$ cat src/rtl/muldiv_unit.sv
// muldiv_unit: iterative multiply/divide execution unit.
//   Radix-2 shift-add multiply (MUL/MLA/UMULL/UMLAL/SMULL/SMLAL) and restoring
//   unsigned divide, one iteration per clock, WIDTH iterations per operation.
// Ports:
//   clk, reset              clock (rising edge), asynchronous active-high reset
//   Start                   command strobe, sampled only while idle
//   IsMul, IsLongMul        multiply command / 2*WIDTH-bit result request
//   MulFunct[2:0]           multiply variant (bit0 accumulate, bit1 signed, bit2 long)
//   IsDiv                   unsigned divide SrcA / SrcB
//   SrcA, SrcB              multiplicand/dividend, multiplier/divisor
//   AccHi, AccLo            accumulate operand
//   ResultHi, ResultLo      registered result (product or remainder/quotient)
//   Busy, Done              unit occupied / one-cycle completion pulse
//   ResN, ResZ              registered sign and zero flags of the result
module muldiv_unit #(
  parameter int unsigned WIDTH = 32
) (
  input  logic             clk,
  input  logic             reset,
  input  logic             Start,
  input  logic             IsMul,
  input  logic             IsLongMul,
  input  logic [2:0]       MulFunct,
  input  logic             IsDiv,
  input  logic [WIDTH-1:0] SrcA,
  input  logic [WIDTH-1:0] SrcB,
  input  logic [WIDTH-1:0] AccHi,
  input  logic [WIDTH-1:0] AccLo,
  output logic [WIDTH-1:0] ResultHi,
  output logic [WIDTH-1:0] ResultLo,
  output logic             Busy,
  output logic             Done,
  output logic             ResN,
  output logic             ResZ
);

  localparam int unsigned CntW = (WIDTH > 1) ? $clog2(WIDTH) : 1;
  localparam logic [CntW-1:0] LastCnt = CntW'(WIDTH - 1);

  typedef enum logic [1:0] {StIdle, StRun, StDone} state_e;

  state_e               state_q;
  logic [CntW-1:0]      count_q;
  logic                 is_mul_q;
  logic                 long_q;
  logic                 neg_q;
  logic [2*WIDTH-1:0]   acc_q;
  // Multiply: a_q multiplicand (shifts left), b_q multiplier (shifts right), p_q product.
  // Divide:   a_q[W-1:0] divisor, b_q dividend shifting out / quotient shifting in,
  //           p_q[W-1:0] partial remainder.
  logic [2*WIDTH-1:0]   a_q;
  logic [WIDTH-1:0]     b_q;
  logic [2*WIDTH-1:0]   p_q;

  logic                 sgn_in;
  logic [WIDTH-1:0]     mag_a, mag_b;
  logic [2*WIDTH-1:0]   mul_p_step;
  logic [WIDTH:0]       trial;
  logic                 qbit;
  logic [WIDTH-1:0]     rem_step, quo_step;
  logic [2*WIDTH-1:0]   prod_fin;
  logic [WIDTH-1:0]     res_hi_d, res_lo_d;
  logic                 res_n_d, res_z_d;

  always_comb begin
    sgn_in = MulFunct[1];
    // Negating the most-negative value yields itself, which read unsigned is 2^(W-1).
    mag_a  = (sgn_in && SrcA[WIDTH-1]) ? -SrcA : SrcA;
    mag_b  = (sgn_in && SrcB[WIDTH-1]) ? -SrcB : SrcB;

    mul_p_step = p_q + (b_q[0] ? a_q : '0);

    // Partial remainder stays below the divisor, so W+1 bits hold the signed difference.
    // With a zero divisor every bit subtracts and the remainder ends up equal to the dividend.
    trial    = {p_q[WIDTH-1:0], b_q[WIDTH-1]} - {1'b0, a_q[WIDTH-1:0]};
    qbit     = ~trial[WIDTH];
    rem_step = qbit ? trial[WIDTH-1:0] : {p_q[WIDTH-2:0], b_q[WIDTH-1]};
    quo_step = {b_q[WIDTH-2:0], qbit};

    prod_fin = (neg_q ? -mul_p_step : mul_p_step) + acc_q;

    res_hi_d = '0;
    res_lo_d = '0;
    res_n_d  = 1'b0;
    res_z_d  = 1'b0;
    if (is_mul_q) begin
      res_lo_d = prod_fin[WIDTH-1:0];
      if (long_q) begin
        res_hi_d = prod_fin[2*WIDTH-1:WIDTH];
        res_n_d  = prod_fin[2*WIDTH-1];
        res_z_d  = (prod_fin == '0);
      end else begin
        res_n_d  = prod_fin[WIDTH-1];
        res_z_d  = (prod_fin[WIDTH-1:0] == '0);
      end
    end else begin
      res_hi_d = rem_step;
      res_lo_d = quo_step;
      res_n_d  = quo_step[WIDTH-1];
      res_z_d  = (quo_step == '0);
    end
  end

  always_ff @(posedge clk or posedge reset) begin
    if (reset) begin
      state_q  <= StIdle;
      count_q  <= '0;
      is_mul_q <= 1'b0;
      long_q   <= 1'b0;
      neg_q    <= 1'b0;
      acc_q    <= '0;
      a_q      <= '0;
      b_q      <= '0;
      p_q      <= '0;
      ResultHi <= '0;
      ResultLo <= '0;
      ResN     <= 1'b0;
      ResZ     <= 1'b0;
      Busy     <= 1'b0;
      Done     <= 1'b0;
    end else begin
      unique case (state_q)
        StIdle: begin
          if (Start && (IsMul || IsDiv)) begin
            state_q  <= StRun;
            Busy     <= 1'b1;
            count_q  <= '0;
            is_mul_q <= IsMul;
            // A long result needs both the request and a long function code.
            long_q   <= IsMul & IsLongMul & MulFunct[2];
            neg_q    <= IsMul & sgn_in & (SrcA[WIDTH-1] ^ SrcB[WIDTH-1]);
            p_q      <= '0;
            if (IsMul) begin
              a_q <= {{WIDTH{1'b0}}, mag_a};
              b_q <= mag_b;
              if (MulFunct[0]) begin
                acc_q <= (IsLongMul && MulFunct[2]) ? {AccHi, AccLo} : {{WIDTH{1'b0}}, AccLo};
              end else begin
                acc_q <= '0;
              end
            end else begin
              a_q   <= {{WIDTH{1'b0}}, SrcB};
              b_q   <= SrcA;
              acc_q <= '0;
            end
          end
        end
        StRun: begin
          if (is_mul_q) begin
            p_q <= mul_p_step;
            a_q <= a_q << 1;
            b_q <= b_q >> 1;
          end else begin
            p_q[WIDTH-1:0] <= rem_step;
            b_q            <= quo_step;
          end
          count_q <= count_q + CntW'(1);
          if (count_q == LastCnt) begin
            state_q  <= StDone;
            Done     <= 1'b1;
            ResultHi <= res_hi_d;
            ResultLo <= res_lo_d;
            ResN     <= res_n_d;
            ResZ     <= res_z_d;
          end
        end
        StDone: begin
          state_q <= StIdle;
          Done    <= 1'b0;
          Busy    <= 1'b0;
        end
        default: begin
          state_q <= StIdle;
          Done    <= 1'b0;
          Busy    <= 1'b0;
        end
      endcase
    end
  end

endmodule

$ cat config.mk
export PLATFORM = sky130hd
export DESIGN_NAME = muldiv_unit
export DESIGN_NICKNAME = d
export VERILOG_FILES = /design/src/rtl/muldiv_unit.sv
export SDC_FILE = /design/constraint.sdc
export NUM_CORES = 1
export LEC_CHECK = 0
export ABC_AREA = 1
export CAP_MARGIN = 0
export CELL_PAD_IN_SITES_DETAIL_PLACEMENT = 1
export CELL_PAD_IN_SITES_GLOBAL_PLACEMENT = 1
export CORE_MARGIN = 3
export CORE_UTILIZATION = 43
export CTS_CLUSTER_SIZE = 10
export DETAILED_ROUTE_END_ITERATION = 10
export HOLD_SLACK_MARGIN = 0.03
export PLACE_DENSITY = 0.91
export SLEW_MARGIN = 10
export SYNTH_ARGS = -nofsm -noshare
export SYNTH_HDL_FRONTEND = slang
export SYNTH_SLANG_ARGS = --single-unit
$ cat constraint.sdc
create_clock -name clk -period 12.14 [get_ports clk]
set_input_delay 2.428 -clock clk [delete_from_list [all_inputs] [get_ports clk]]
set_output_delay 2.428 -clock clk [all_outputs]
set_load 0.03 [all_outputs]
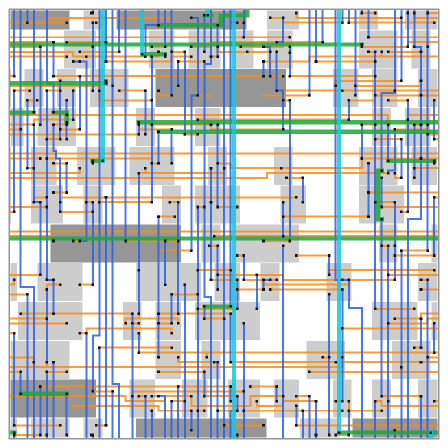
detail.png
Region (189, 53) to (219, 83) um. Cells in gray, sequential cells in the stronger gray; small squares are vias.
metal 3 -> green
metal 1 -> orange
metal 2 -> blue
metal 4 -> cyan
most frequent = nand2_1 (9), a21oi_1 (9), inv_1 (8)
netlist names of flops here include = `a_q` (3), `p_q` (3)
cells with their middle in the window = 69
sequential cells in the window = 6

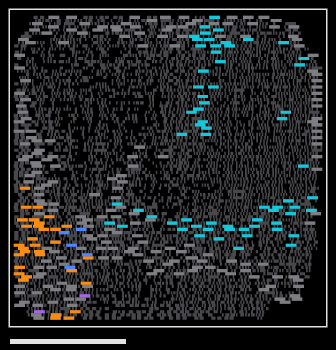
flops_by_reg.png
Scale bar: 100 um. Other sequential cells in the stronger gray, the rest of the logic in the fainter gray.
`state_q` -> purple  # sequential cells 2
`ResultLo` -> orange  # sequential cells 32, where lower left
`p_q` -> cyan  # sequential cells 64
`count_q` -> blue  # sequential cells 5, where lower left

==> results.yml <==
# implementation run metrics
status:
  status: "completed"
drt:
  vias: 35300
  topRoutingLayerUsed: "met5"
  met1_length_um: 62300
  wirelength_um: 144000
  via_per_inst: 5.84
  drtIter0Drc: 3337
  dr.pass1.iters: 6
  drc_errors: 0
  dr_wl_met2_um: 64900
worst_setup_path:
  path_delay_family: "simple AND/OR/NAND/NOR gates"
  max_stage_delay_ns: 0.74
  critPathMostFrequentCell: "nand2_1"
  worstPathRequired_ns: 12.68
  slowest_stage: "nor3_1"
  critical_path.max_fanout: 64
  crit_buf_inv: 4
synth:
  yosys.area.top_type_share_pct: 24.9
  simple_gate_share_pct: 32.4
  syn_nets: 5281
  synth_top_cell_by_count: "nand2_1"
  synth.comb.largest_family: "simple AND/OR/NAND/NOR gates"
  yosysSeqAreaShare_pct: 24.9
  syn_area_um2: 30300
  mux_area_share_pct: 0
  ys_cells: 4971
  synth-xor-area-share_pct: 4.46
  yosys.area_share.adder_pct: 7.22
  ys.flop_type: "dfrtp_1"
  synth_flops: 302
  synthAoiAreaFrac_pct: 18.4
  edf_count: 0
  ys_area_um2: 30300
  largest_area_cell: "dfrtp_1"
floorplan:
  core_area_um2: 69200
  std_cell_rows: 96
  die_h_um: 271
  dieArea_um2: 73700
  die_x_um: 271
  ios: 205
layout:
  buffer_area_share_pct: 6.47
  areaGrowthSynthToFinish_pct: 13.5
  final_area_um2: 34400
  drive_above_1_share_pct: 3.15
  sh_seq_area_pct: 22.0
  final_cell_mix: "1533 x nand2_1, 851 x inv_1, 424 x nor2_1"
  clk_share_pct: 3.57
  nNonClkInverters: 866
  flop_area_um2: 7560
  stdcell_count: 6049
  final_core_util_pct: 49.7
  largestClassByArea: "combinational gates"
  clock_buffers: 54
  n_all_buffers: 230
  antenna_cells: 2
global_routing:
  busiest_layer: "met2"
  grt_overflow: 0
  grtUsageMet2_pct: 61.9
  grt_max_degree: 126
  track_usage_pct: 38.3
  grt_antenna_before_repair: 6
  use_met3_pct: 4.98
timing:
  fmax_mhz: 127
  finalClockPeriodUsage_pct: 64.8
  fin_crit_ns: 7.86
  tns_ns: 0
  whs_ns: 0.490
  finalWorstSetupSlack_ns: 4.28
  worstMarginPinSlew_ns: 1.07
  clock_skew_ns: 0.0312
  slew_violations: 0
  finalHoldViolCount: 0
place:
  dp_slack_ns: 4.62
  dp.cells: 5985
clock_tree:
  root_buffer: "clkbuf_16"
  post_cts_resized: 0
  clock.latency.late_pin_ns: 0.60
  cts-hold-fix-buffers: 0
min_path:
  min_path_type: "reg2reg"
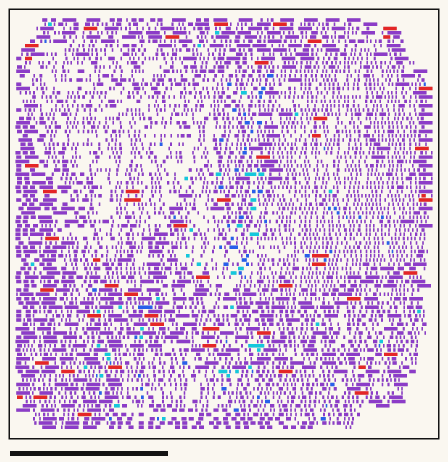
sizes.png
Scale bar: 100 um.
_0 and _1 cells -> purple  # cells 4955, most used nand2_1
_6 and larger -> red  # cells 50, most used clkbuf_16
_3 and _4 cells -> cyan  # cells 42, most used buf_4
_2 cells -> blue  # cells 69, most used nor2_2

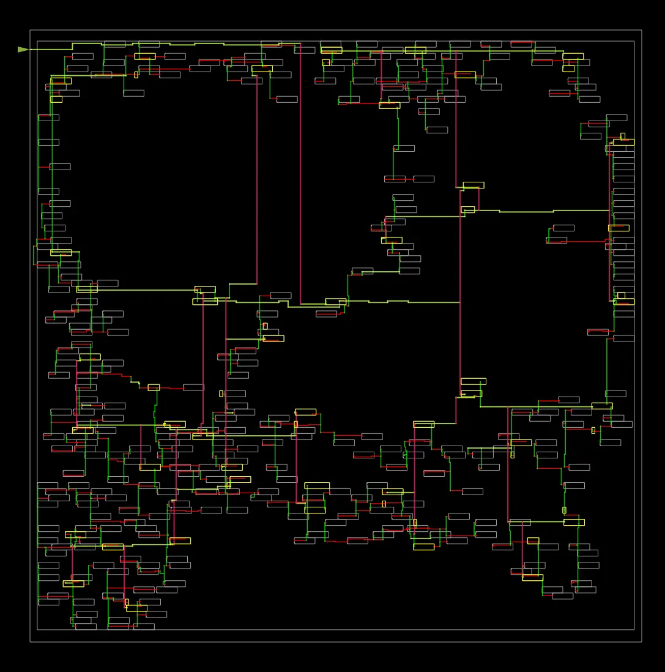
clocks.png
TritonCTS Buffers: 40
Sink Count: 302

-- flip-flops by register name, indices dropped and copies added, names as in the netlist, 2 cells and up --
register and cells:
count_q 5, p_q 64, state_q 2, b_q 32, a_q 64, acc_q 64, ResultLo 32, ResultHi 32
-- final timing paths --
kind,slack [ns],cells after the start,end,startpoint
max,4.28,35,ResZ$_DFFE_PP0P_,b_q[0]$_DFFE_PP0P_
min in group asynchronous,2.41,2,b_q[25]$_DFFE_PP0P_,reset
min,0.49,2,ResultLo[11]$_DFFE_PP0P_,ResultLo[11]$_DFFE_PP0P_
min reg2reg,0.49,2,ResultLo[11]$_DFFE_PP0P_,ResultLo[11]$_DFFE_PP0P_
max in group asynchronous,7.42,4,a_q[32]$_DFFE_PP0P_,reset
max reg2reg,4.28,35,ResZ$_DFFE_PP0P_,b_q[0]$_DFFE_PP0P_
